==> config.mk <==
export PLATFORM = sky130hd
export DESIGN_NAME = keypad_scan_ctrl_flat
export DESIGN_NICKNAME = d
export VERILOG_FILES = /design/src/rtl/keypad_scan_ctrl_if.sv /design/src/rtl/keypad_scan_ctrl.sv /design/src/flat_wrapper.sv
export SDC_FILE = /design/constraint.sdc
export NUM_CORES = 1
export LEC_CHECK = 0
export ABC_AREA = 0
export CAP_MARGIN = 20
export CORE_MARGIN = 2
export CORE_UTILIZATION = 44
export DETAILED_ROUTE_END_ITERATION = 12
export SLEW_MARGIN = 20
export SYNTH_ARGS = -nofsm -noshare
export SYNTH_HDL_FRONTEND = slang
export SYNTH_SLANG_ARGS = --single-unit
==> constraint.sdc <==
create_clock -name clk_i -period 2 [get_ports clk_i]
set_input_delay 0.3 -clock clk_i [delete_from_list [all_inputs] [get_ports clk_i]]
set_output_delay 0.3 -clock clk_i [all_outputs]
set_load 0.01 [all_outputs]
==> images/pdn.png <==
Bar = 20 um. Pins as bars on the die edge. Tap cells in gray.
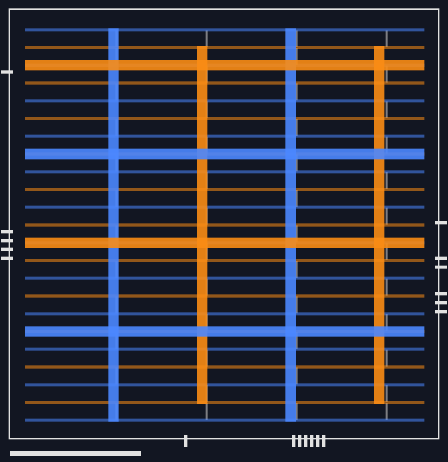
net	color
VDD	orange
VSS	blue
signal pins	18
met1 rails	23
met5 straps	4
met4 straps	4
Worst VDD drop: 0.000426 V
DIE WIDTH: 65.6 um
DIE HEIGHT: 65.6 um

==> images/cell_classes.png <==
Bar = 20 um.
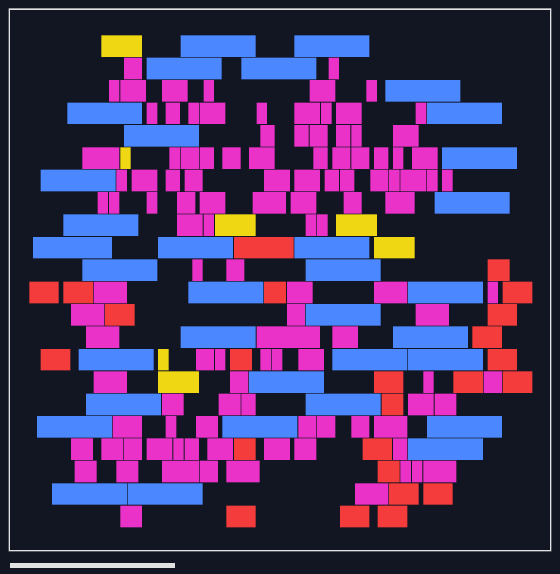
class	color	cells	share of their area
clock drivers and dummy loads	yellow	7	3.9%
other buffers and delay cells	red	24	12%
flip-flops	blue	34	44%
all other logic	magenta	114	40%
final std cell area, no fill: 2000 um^2
sequential share of cell area: 0.426
number of core rows: 22

==> images/clock_map.png <==
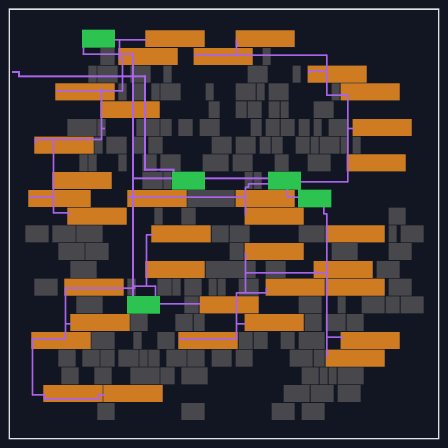
[clock wires] purple | length: 404 um
[flip-flops] orange | count: 34
[cells driving clock nets] green | count: 5
flops lie	widely spread
routed clock nets	6
total clock network power: 456 uW
clock network power share: 0.381
maximum clock skew at final layout: 4.20 ps

==> images/metal_stack.png <==
Bar = 20 um. Two of the layers only.
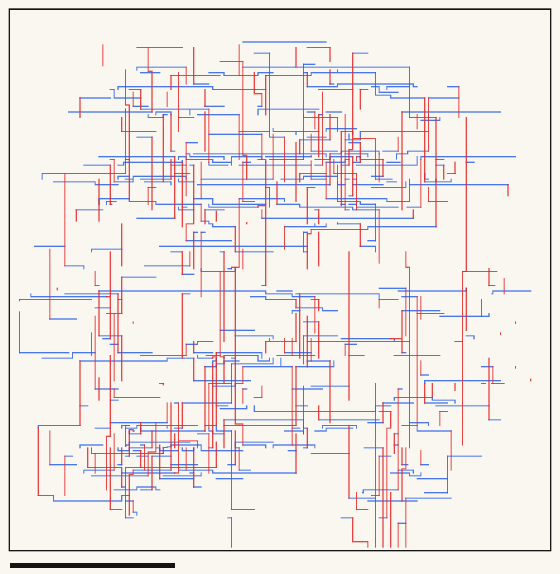
layer	color	wire length
met2	red	1210 um
met1	blue	1430 um
global-route usage over all layers: 0.159
routed via count: 1171
overall routed net length: 2.82 mm

==> impl_metrics.env <==
# flow metrics
export IMPL_drt_pre_antenna_iters=4
export IMPL_top_cells_by_area="sky130_fd_sc_hd__dfrtp_1, sky130_fd_sc_hd__xnor2_1, sky130_fd_sc_hd__mux2_2"
export IMPL_timing_max_cap_violations=0
export IMPL_clock_buffer_cells=7
export IMPL_comb_cells=109
export IMPL_clkSinkCount=34
export IMPL_synthDominantCellAreaShare=0.495
export IMPL_avgViaCountPerCell=5.16
export IMPL_tritoncts_num_buffers=5
export IMPL_syn_num_nets=163
export IMPL_post_cts_buffers=0
export IMPL_seq_area_frac_synth=0.510
export IMPL_drt_met1_wl_mm=1.43
export IMPL_mux_share_of_post_synthesis_cell_area=0.0607
export IMPL_nonClockInverterCount=5
export IMPL_setup_tns_final_ps=0
export IMPL_dpl_instance_area_um2=1910
export IMPL_comb_share=0.379
export IMPL_number_of_max_slew_violations_in_the_final_report=0
export IMPL_worstRegToRegCells=5
export IMPL_seqCellArea_um2=852
export IMPL_cp_top_family="simple AND/OR/NAND/NOR gates"
export IMPL_antenna_violations_before_repair=0
export IMPL_regToRegSetupSlack_ps=190
export IMPL_place_inst=219
export IMPL_finalNetCount=189
export IMPL_routed_top_layer="met4"
export IMPL_post_synth_simple_gate_area=0.230
export IMPL_synthArstFlopShare=1.00
export IMPL_critPathLaunchType="register"
export IMPL_clockNetworkAreaShare=0.0381
export IMPL_first_global_vias=1128
export IMPL_synthesis_instances=153
export IMPL_fp_dieArea_um2=4300
export IMPL_top_post_synthesis_cells_by_count="sky130_fd_sc_hd__dfrtp_1, sky130_fd_sc_hd__nor2_1, sky130_fd_sc_hd__xnor2_1, sky130_fd_sc_hd__mux2_2"
export IMPL_edff_count_synth=0
export IMPL_power_per_cell_area_nw_per_um2=599
export IMPL_seq_power_share=0.579
export IMPL_synth_logic_top_family="simple AND/OR/NAND/NOR gates"
export IMPL_utilization=0.546
export IMPL_ys_chip_area_um2=1670
export IMPL_place_worst_setup_slack_ps=-65.7
export IMPL_slowest_delay_ps=400
export IMPL_clkLatencyLatePin_ps=280
export IMPL_clk_path_buf_depth=2
export IMPL_final_layout_top_logic_cells="sky130_fd_sc_hd__dfrtp_1, sky130_fd_sc_hd__nor2_1, sky130_fd_sc_hd__clkdlybuf4s50_1"
export IMPL_global_route_peak_usage_layer="met2"
export IMPL_tritoncts="done"
export IMPL_max_slew_margin=0.723
export IMPL_placeable_core_area_um2=3660
export IMPL_worst_ep_arrival_time_ps=1980
export IMPL_fa_ha_area_frac=0.0150
export IMPL_crit_path_top_delay_cell="sky130_fd_sc_hd__dfrtp_1"
export IMPL_yosysCellCount=153
export IMPL_worstPathBufferInverterCount=0
export IMPL_postCtsHoldBufs=0
export IMPL_largest_register_ffs=16
export IMPL_postSynth_topFlopCell="sky130_fd_sc_hd__dfrtp_1"
export IMPL_grt_setup_unrepaired="false"
export IMPL_area_share_nonclk_buffers=0.118
export IMPL_netlist_top_cell_by_instances="sky130_fd_sc_hd__dfrtp_1"
export IMPL_period_utilization_post_route=0.907
export IMPL_crit_path_cell_trace="ha_1 > and3_1 > and4_4 > a31oi_4 > mux2_2"
export IMPL_final_cell_count_no_fill=227
export IMPL_critPathKind="register to register"
export IMPL_num_nonclk_buffers=24
export IMPL_detailroute_wirelength_met3_um=122
export IMPL_multi_input_comb_area_um2=758
export IMPL_layout_top_cell_excl_fill_tap="sky130_fd_sc_hd__dfrtp_1"
export IMPL_cts_resized_gates=0
export IMPL_worst_slew_pin_slew_ps=416
export IMPL_antenna_violating_nets_post_route=0
export IMPL_clkTransAtPathRegs_ps=60
export IMPL_globalplace_congestion=0.819
export IMPL_synthToLayoutAreaGrowth_pct=19.9
export IMPL_num_fill_cells=323
export IMPL_power_internal_uw=954
export IMPL_route_detailed_wl_per_inst_um=12.4
export IMPL_ys_types=40
export IMPL_finalWorstPathRequiredPeriod_ps=1810
export IMPL_grt_first_pass_wirelength_mm=5.16
export IMPL_globalRouteOverflowTotal=0
export IMPL_outcome="finished, final reports clean"
export IMPL_met1_usage=0.222
export IMPL_groute_layer_met2_usage=0.226
export IMPL_detail_route_iter0_violations=53
export IMPL_groute_layer_met3_usage=0.0462
export IMPL_met2_wl_mm=1.21
export IMPL_num_antenna_cells=0
export IMPL_dominant_cells="flip-flops and latches"
export IMPL_cts_root_buffer="sky130_fd_sc_hd__clkbuf_8"
export IMPL_end_kind="register"
export IMPL_total_power_uw=1200
export IMPL_worstSetupPathDepth=5
export IMPL_final_hold_viol_count=0
export IMPL_number_of_h_tree_branching_levels=2
export IMPL_setup_ws_ps=186
export IMPL_ys_sh_xor=0.0840
export IMPL_num_tap_cells=48
export IMPL_combinational_power_uw=48.6
export IMPL_largest_area_cell="sky130_fd_sc_hd__dfrtp_1"
export IMPL_swShare=0.203
export IMPL_drive_gt1_frac=0.162
export IMPL_switchingPower_uw=243
export IMPL_flop_count=34
export IMPL_holdWs_ps=416
export IMPL_tool_warnings=26
export IMPL_finalSetupViolCount=0
export IMPL_sequentialPower_uw=693
export IMPL_max_clock_freq_ghz=0.551
export IMPL_ios=18
export IMPL_synth_flops=34
export IMPL_synth_warning_count=0
export IMPL_initial_core_util=0.456
export IMPL_io_buffer_count=17
export IMPL_worst_hold_path_type="input port to asynchronous set/reset pin"
export IMPL_cp_data_required_time_ps=2160
export IMPL_avgSynthCellArea_um2=10.9
export IMPL_synth_cellmix_compoundShare=0.0630
export IMPL_post_dp_hpwl_mm=2.06
export IMPL_maximum_number_of_pins_on_one_net_before_global_route_repair=35
export IMPL_power_group_with_the_highest_consumption="sequential cells"
export IMPL_drc=0
export IMPL_cellLeakagePower_uw=0.000895
export IMPL_maximum_fanout_encountered_on_the_critical_timing_path=6
export IMPL_mappedNetlistArea_um2=1670
export IMPL_power_frac_comb=0.041
Power figures rest on the tool's default switching activity, not on a simulated workload.
